$ cat src/rtl/reg_scoreboard_pkg.sv
// Shared definitions for the register-file pending-write scoreboard.
// Contents:
//   ADDR_W_DEF / CNT_W_DEF : default register-number and counter widths
//   NREG_DEF, nreg_of()    : register count derived from the address width
//   REG_ZERO               : register number of the hard-wired zero register
//   upd_e                  : per-register counter action for one clock edge
package reg_scoreboard_pkg;

    localparam int ADDR_W_DEF = 5;
    localparam int CNT_W_DEF  = 2;
    localparam int REG_ZERO   = 0;

    // Number of architectural registers addressed by an address of width w.
    function automatic int nreg_of(input int w);
        return 2 ** w;
    endfunction

    localparam int NREG_DEF = nreg_of(ADDR_W_DEF);

    typedef enum logic [1:0] {
        UPD_HOLD = 2'd0,
        UPD_INC  = 2'd1,
        UPD_DEC  = 2'd2
    } upd_e;

endpackage

$ cat src/rtl/reg_scoreboard_if.sv
// Bus bundle between the ID/WB stages and the scoreboard.
// master: pipeline side (drives issue, writeback, flush and lookups).
// slave : scoreboard side (returns busy flags, pending vector and errors).
//   IssueEn/IssueAddr : destination of the instruction leaving ID
//   WbEn/WbAddr       : register retired by writeback
//   Flush             : discard all pending writes
//   RsAddr/RtAddr     : source registers looked up in ID
//   RsBusy/RtBusy     : source has an outstanding write
//   Pending           : per-register outstanding-write vector
//   IssueErr/WbErr    : single-cycle saturation error pulses
interface reg_scoreboard_if
    import reg_scoreboard_pkg::*;
#(
    parameter int ADDR_W = ADDR_W_DEF
);
    logic                      IssueEn;
    logic [ADDR_W-1:0]         IssueAddr;
    logic                      WbEn;
    logic [ADDR_W-1:0]         WbAddr;
    logic                      Flush;
    logic [ADDR_W-1:0]         RsAddr;
    logic [ADDR_W-1:0]         RtAddr;
    logic                      RsBusy;
    logic                      RtBusy;
    logic [(2**ADDR_W)-1:0]    Pending;
    logic                      IssueErr;
    logic                      WbErr;

    modport master (
        output IssueEn, IssueAddr, WbEn, WbAddr, Flush, RsAddr, RtAddr,
        input  RsBusy, RtBusy, Pending, IssueErr, WbErr
    );

    modport slave (
        input  IssueEn, IssueAddr, WbEn, WbAddr, Flush, RsAddr, RtAddr,
        output RsBusy, RtBusy, Pending, IssueErr, WbErr
    );

endinterface

$ cat src/rtl/reg_scoreboard_dec_onehot.sv
// Generic N-to-2**N one-hot decoder with enable.
//   en     : when low the output is all zeros
//   addr   : N-bit index to decode
//   onehot : 2**N-bit combinational one-hot result
module dec_onehot #(
    parameter int N = 5
) (
    input  logic                en,
    input  logic [N-1:0]        addr,
    output logic [(2**N)-1:0]   onehot
);

    localparam int M = 2 ** N;

    // Set exactly one output bit when enabled.
    always_comb begin
        onehot = {M{1'b0}};
        if (en) begin
            onehot[addr] = 1'b1;
        end else begin
            onehot = {M{1'b0}};
        end
    end

endmodule

$ cat src/rtl/reg_scoreboard.sv
// Pending-write scoreboard for the pipelined register file.
// Keeps a saturating in-flight write count per register, reports which
// registers have outstanding writes and flags source-operand hazards.
//   Clk, Rst : clock and synchronous active-high reset
//   bus      : reg_scoreboard_if slave (issue, writeback, flush, lookups,
//              busy flags, Pending vector, IssueErr/WbErr pulses)
module reg_scoreboard
    import reg_scoreboard_pkg::*;
#(
    parameter int ADDR_W    = ADDR_W_DEF,
    parameter int CNT_W     = CNT_W_DEF,
    parameter int R0_ZERO   = 1,
    parameter int WB_BYPASS = 1
) (
    input  logic              Clk,
    input  logic              Rst,
    reg_scoreboard_if.slave   bus
);

    localparam int              NREG     = nreg_of(ADDR_W);
    localparam logic [CNT_W-1:0] CNT_ZERO = {CNT_W{1'b0}};
    localparam logic [CNT_W-1:0] CNT_ONE  = CNT_W'(1);
    localparam logic [CNT_W-1:0] CMAX     = {CNT_W{1'b1}};

    logic [NREG-1:0]  iss_oh_s;
    logic [NREG-1:0]  wb_oh_s;
    upd_e             upd_s [NREG];
    logic [NREG-1:0]  iss_sat_s;
    logic [NREG-1:0]  wb_sat_s;
    logic [NREG-1:0]  pending_s;
    logic [CNT_W-1:0] cnt_r [NREG];
    logic             issue_err_r;
    logic             wb_err_r;
    logic [CNT_W-1:0] rs_cnt_s;
    logic [CNT_W-1:0] rt_cnt_s;
    logic             rs_busy_s;
    logic             rt_busy_s;

    dec_onehot #(.N(ADDR_W)) u_dec_issue (
        .en     (bus.IssueEn),
        .addr   (bus.IssueAddr),
        .onehot (iss_oh_s)
    );

    dec_onehot #(.N(ADDR_W)) u_dec_wb (
        .en     (bus.WbEn),
        .addr   (bus.WbAddr),
        .onehot (wb_oh_s)
    );

    // Per-register action and saturation detection; an aliased issue+wb nets to hold.
    always_comb begin
        iss_sat_s = {NREG{1'b0}};
        wb_sat_s  = {NREG{1'b0}};
        for (int i = 0; i < NREG; i++) begin
            upd_s[i] = UPD_HOLD;
            if ((R0_ZERO != 0) && (i == REG_ZERO)) begin
                upd_s[i] = UPD_HOLD;
            end else begin
                case ({iss_oh_s[i], wb_oh_s[i]})
                    2'b10:   upd_s[i] = UPD_INC;
                    2'b01:   upd_s[i] = UPD_DEC;
                    default: upd_s[i] = UPD_HOLD;
                endcase
            end
            iss_sat_s[i] = (upd_s[i] == UPD_INC) && (cnt_r[i] == CMAX);
            wb_sat_s[i]  = (upd_s[i] == UPD_DEC) && (cnt_r[i] == CNT_ZERO);
        end
    end

    // Counter array: reset beats flush, flush beats any same-cycle update.
    always_ff @(posedge Clk) begin
        if (Rst) begin
            for (int i = 0; i < NREG; i++) cnt_r[i] <= CNT_ZERO;
        end else if (bus.Flush) begin
            for (int i = 0; i < NREG; i++) cnt_r[i] <= CNT_ZERO;
        end else begin
            for (int i = 0; i < NREG; i++) begin
                case (upd_s[i])
                    UPD_INC: if (cnt_r[i] != CMAX)     cnt_r[i] <= cnt_r[i] + CNT_ONE;
                    UPD_DEC: if (cnt_r[i] != CNT_ZERO) cnt_r[i] <= cnt_r[i] - CNT_ONE;
                    default: cnt_r[i] <= cnt_r[i];
                endcase
            end
        end
    end

    // Single-cycle error pulses; a flushed cycle reports nothing.
    always_ff @(posedge Clk) begin
        if (Rst) begin
            issue_err_r <= 1'b0;
            wb_err_r    <= 1'b0;
        end else if (bus.Flush) begin
            issue_err_r <= 1'b0;
            wb_err_r    <= 1'b0;
        end else begin
            issue_err_r <= |iss_sat_s;
            wb_err_r    <= |wb_sat_s;
        end
    end

    // Pending view straight from the counter flops.
    always_comb begin
        pending_s = {NREG{1'b0}};
        for (int i = 0; i < NREG; i++) begin
            pending_s[i] = (cnt_r[i] != CNT_ZERO);
        end
    end

    // Source lookups; a retiring last write to the source hides the hazard.
    always_comb begin
        rs_cnt_s  = cnt_r[bus.RsAddr];
        rt_cnt_s  = cnt_r[bus.RtAddr];
        rs_busy_s = (rs_cnt_s != CNT_ZERO);
        rt_busy_s = (rt_cnt_s != CNT_ZERO);
        if (WB_BYPASS != 0) begin
            if (bus.WbEn && (bus.WbAddr == bus.RsAddr) && (rs_cnt_s == CNT_ONE)) begin
                rs_busy_s = 1'b0;
            end else begin
                rs_busy_s = (rs_cnt_s != CNT_ZERO);
            end
            if (bus.WbEn && (bus.WbAddr == bus.RtAddr) && (rt_cnt_s == CNT_ONE)) begin
                rt_busy_s = 1'b0;
            end else begin
                rt_busy_s = (rt_cnt_s != CNT_ZERO);
            end
        end else begin
            rs_busy_s = (rs_cnt_s != CNT_ZERO);
            rt_busy_s = (rt_cnt_s != CNT_ZERO);
        end
    end

    assign bus.Pending  = pending_s;
    assign bus.RsBusy   = rs_busy_s;
    assign bus.RtBusy   = rt_busy_s;
    assign bus.IssueErr = issue_err_r;
    assign bus.WbErr    = wb_err_r;

endmodule
$ cat src/flat_wrapper.sv
// flat-port wrapper written by rule: the top's interface ports become plain ports
module reg_scoreboard_flat import reg_scoreboard_pkg::*;
#(
    parameter int ADDR_W    = ADDR_W_DEF,
    parameter int CNT_W     = CNT_W_DEF,
    parameter int R0_ZERO   = 1,
    parameter int WB_BYPASS = 1
)
  (Clk, Rst, bus_IssueEn, bus_IssueAddr, bus_WbEn, bus_WbAddr, bus_Flush, bus_RsAddr, bus_RtAddr, bus_RsBusy, bus_RtBusy, bus_Pending, bus_IssueErr, bus_WbErr);
  reg_scoreboard_if #(.ADDR_W(ADDR_W)) bus_i ();
  input  logic Clk;
  input  logic Rst;
  input wire logic [$bits(bus_i.IssueEn)-1:0] bus_IssueEn;
  input wire logic [$bits(bus_i.IssueAddr)-1:0] bus_IssueAddr;
  input wire logic [$bits(bus_i.WbEn)-1:0] bus_WbEn;
  input wire logic [$bits(bus_i.WbAddr)-1:0] bus_WbAddr;
  input wire logic [$bits(bus_i.Flush)-1:0] bus_Flush;
  input wire logic [$bits(bus_i.RsAddr)-1:0] bus_RsAddr;
  input wire logic [$bits(bus_i.RtAddr)-1:0] bus_RtAddr;
  output wire logic [$bits(bus_i.RsBusy)-1:0] bus_RsBusy;
  output wire logic [$bits(bus_i.RtBusy)-1:0] bus_RtBusy;
  output wire logic [$bits(bus_i.Pending)-1:0] bus_Pending;
  output wire logic [$bits(bus_i.IssueErr)-1:0] bus_IssueErr;
  output wire logic [$bits(bus_i.WbErr)-1:0] bus_WbErr;
  assign bus_i.IssueEn = bus_IssueEn;
  assign bus_i.IssueAddr = bus_IssueAddr;
  assign bus_i.WbEn = bus_WbEn;
  assign bus_i.WbAddr = bus_WbAddr;
  assign bus_i.Flush = bus_Flush;
  assign bus_i.RsAddr = bus_RsAddr;
  assign bus_i.RtAddr = bus_RtAddr;
  assign bus_RsBusy = bus_i.RsBusy;
  assign bus_RtBusy = bus_i.RtBusy;
  assign bus_Pending = bus_i.Pending;
  assign bus_IssueErr = bus_i.IssueErr;
  assign bus_WbErr = bus_i.WbErr;
  reg_scoreboard #(.ADDR_W(ADDR_W), .CNT_W(CNT_W), .R0_ZERO(R0_ZERO), .WB_BYPASS(WB_BYPASS)) u_core (.Clk(Clk), .Rst(Rst), .bus(bus_i));
endmodule
$ cat config.mk
export PLATFORM = sky130hd
export DESIGN_NAME = reg_scoreboard_flat
export DESIGN_NICKNAME = d
export VERILOG_FILES = /design/src/rtl/reg_scoreboard_pkg.sv /design/src/rtl/reg_scoreboard_if.sv /design/src/rtl/reg_scoreboard_dec_onehot.sv /design/src/rtl/reg_scoreboard.sv /design/src/flat_wrapper.sv
export SDC_FILE = /design/constraint.sdc
export NUM_CORES = 1
export LEC_CHECK = 0
export CORE_MARGIN = 4
export CORE_UTILIZATION = 35
export DETAILED_ROUTE_END_ITERATION = 12
export GPL_TIMING_DRIVEN = 0
export SLEW_MARGIN = 25
export SYNTH_ARGS = -nofsm -noshare
export SYNTH_HDL_FRONTEND = slang
export SYNTH_HIERARCHICAL = 1
export SYNTH_SLANG_ARGS = --single-unit
$ cat constraint.sdc
create_clock -name Clk -period 4.6 [get_ports Clk]
set_input_delay 0.92 -clock Clk [delete_from_list [all_inputs] [get_ports Clk]]
set_output_delay 0.92 -clock Clk [all_outputs]
set_load 0.01 [all_outputs]
PDN straps and rails:
Scale bar: 50 µm. Pins as bars on the die edge.
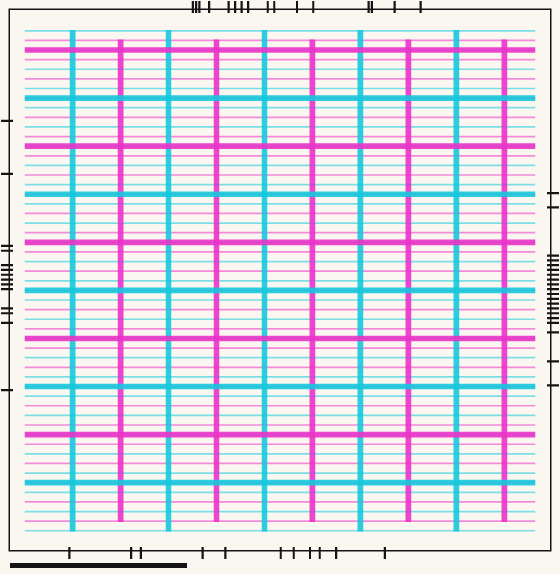
| net | colour |
|---|---|
| VDD | magenta |
| VSS | cyan |
met4 straps: 10
met5 straps: 10
maximum VDD drop: 139 µV
Vert. Die Dim: 153 µm
core box area: 0.0204 mm²
die width: 153 µm

M2 wires:
Scale bar: 50 µm.
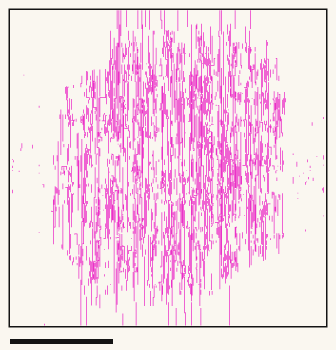
share of all routed wire: 44%
longest straight run: 45.9 µm
wire length on this layer: 10300 µm
nets with wire on the layer: 861
final WL: 23.5 mm
vias: 6796

The clock network:
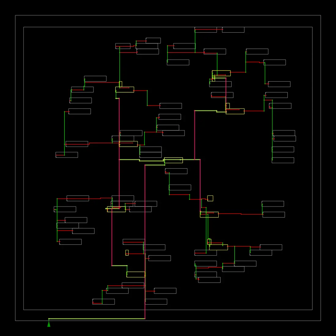
Clk power: 618 µW
TritonCTS Sinks: 64

==> reports/results.tsv <==
stage	metric	value	unit
outcome	status	finished clean	
synth	yosys_warnings	6	
setup_path	path_cells	clkdlybuf4s50_1 > clkbuf_1 > mux2i_1 > a211oi_1 > nand2_1 > a31oi_1 > clkdlybuf4s50_1	
global_route	grt.overflow.total	0	
power	pwr-share-seq	40.1	%
setup_path	crit_slowest_cell	clkdlybuf4s50_1	
floorplanning	ios	61	
power	p_comb_share	25.7	%
final_timing	fin_crit_sh	90.0	%
final_timing	fmax	0.242	GHz
place	placed_cells	1200	
cts	cts_setup_buffers	0	
hold_path	holdCritPathClass	reg -> reg	
cts	cts_tree	yes	
power	power_leakage	0.00315	µW
global_route	grt.total_usage	19.8	%
finish	nets	1062	
setup_path	arrival	3.22	ns
setup_path	critPathMostFrequentCell	clkdlybuf4s50_1	
finish	area.combinational	0.00472	mm²
setup_path	critPathBufInv	3	
final_timing	final.min_clock_period	4.14	ns
final_timing	finalHoldViolations	0	
final_timing	rsz0062_at_grt	no	
setup_path	crit_type	in -> out	
cts	cts_max_level	3	
final_timing	fin_skew	0.00599	ns
setup_path	cp_max_fo	10	
global_route	grt_pass1_vias	6212	
floorplanning	die_area	0.0233	mm²
setup_path	max_stage_delay	0.59	ns
finish	finalInstanceArea	0.00846	mm²
setup_path	critPathTopFamily	buffers and inverters	
cts	numCtsBuffers	9	
floorplanning	rows	52	
place	dp_hpwl	18.2	mm
floorplanning	fp-utilization	35.9	%
global_route	grt_pass1_wl	36.0	mm
finish	final_core_util	41.4	%
global_route	grt.met3_usage	3.24	%
setup_path	endpoint_kind	primary output	
route	firstDrtPassIters	5	
synth	syn_avg_cell_area	8.36	µm²
finish	layout-drive-gt1-share	6.56	%
route	post_drt_via_cell_ratio	5.59	
route	drt_iter0_drc	805	
cts	root_buffer	clkbuf_16	
cts	clkLatencyLatePin	0.35	ns
final_timing	maxSlewViolCount	0	
final_timing	setup_viol	0	
power	pwr-share-clk	34.2	%
setup_path	crit_required	3.68	ns
final_timing	setup_tns	0	ns
power	internal-power	1240	µW
power	swShare	31.5	%
route	ant_nets	0	
finish	syn2layout_area_growth	15.3	%
power	p_sw	569	µW
global_route	use_met2	29.6	%
cts	clk_pin_slew	0.05	ns
finish	layout.area.seq	0.00190	mm²
place	gp_congestion	0.936	
place	portBuffers	53	
place	place_area	0.00820	mm²
route	detail_route.wl_per_cell	19.4	µm
global_route	top_usage_layer	met2	
final_timing	tightest_slew	0.935	ns
cts	clk_path_buf_depth	2	
run	tool_warnings	74	
synth	syn-cell-area	0.00733	mm²
finish	n_antenna_cell	0	
synth	syn_nets	998	
global_route	use_met1	28.3	%
global_route	grt_max_degree	11	
final_timing	relSlewSlack	37.6	%
cts	postCtsHoldBufs	0	
finish	stdcell_count	1215	
global_route	antenna_found_initial	0	
-- layer usage --
metal	vias to the layer above	routed length, µm
met4	0	788
met1	3261	10400
met2	263	10300
met5	-	0
li1	3224	-
met3	48	2030
-- sequential cells by signal (all words and copies together) (netlist names) --
signal and count:
u_core/bus.WbErr 1, u_core/cnt_r 62, u_core/bus.IssueErr 1
-- worst reg2reg max path, cell delays in order (launching register included) --
cell and delay, ns:
edfxtp_1 0.45, inv_1 0.07, ha_1 0.22, a222oi_1 0.73, nand4_1 0.18, nor3_1 0.34, a31oi_1 0.14
-- placed cells by master (no fill, tap or decap), types with 13 or more instances in the layout --
cell type / n
mux4_2: 28
nor3_1: 31
o21ai_0: 15
a22oi_1: 20
o21a_1: 15
nor2_1: 126
nand2_1: 51
nand3_1: 35
inv_1: 131
clkbuf_1: 31
ha_1: 96
clkdlybuf4s50_1: 53
nor2b_1: 18
a211oi_1: 15
a21oi_1: 48
o31ai_1: 13
edfxtp_1: 62
-- final cells by class --
type / count / share of cell area (%)
multi-input combinational: 636 / 55.8
sequential: 64 / 22.5
timing repair buffer: 53 / 6.27
inverter: 132 / 5.86
tap: 270 / 3.99
clock buffer: 10 / 2.71
buffer: 45 / 2.59
clock inverter: 5 / 0.296
-- power by group through the flow --
stage	logic (µW)	registers, µW	clock network, µW
after detailed placement	458	734	0
after global routing	504	728	656
final	464	724	618
after floorplan	284	715	0
after CTS	460	722	632
after global placement	455	732	0
-- path summary, 6_finish.rpt --
path	from	to	slack, ns	depth (start not counted)
worst max-delay path	bus_RsAddr[3]	bus_RsBusy	0.46	7
worst min-delay path	u_core/cnt_r[14][0]	u_core/cnt_r[14][0]	0.66	1
worst max register to register	u_core/cnt_r[3][0]	u_core/bus.WbErr	2.32	6
worst min register to register	u_core/cnt_r[14][0]	u_core/cnt_r[14][0]	0.66	1
-- metrics by stage --
stage                     power, µW  worst slack (ns)  hold WS [ns]
after floorplan                 999              1.55         0.605
after global placement         1190             0.394         0.657
after detailed placement       1190             0.434         0.656
after CTS                      1810             0.493         0.664
after global routing           1890             0.363         0.702
final                          1810             0.459         0.662
No activity file was given, so power comes from the tool's default toggle rates.
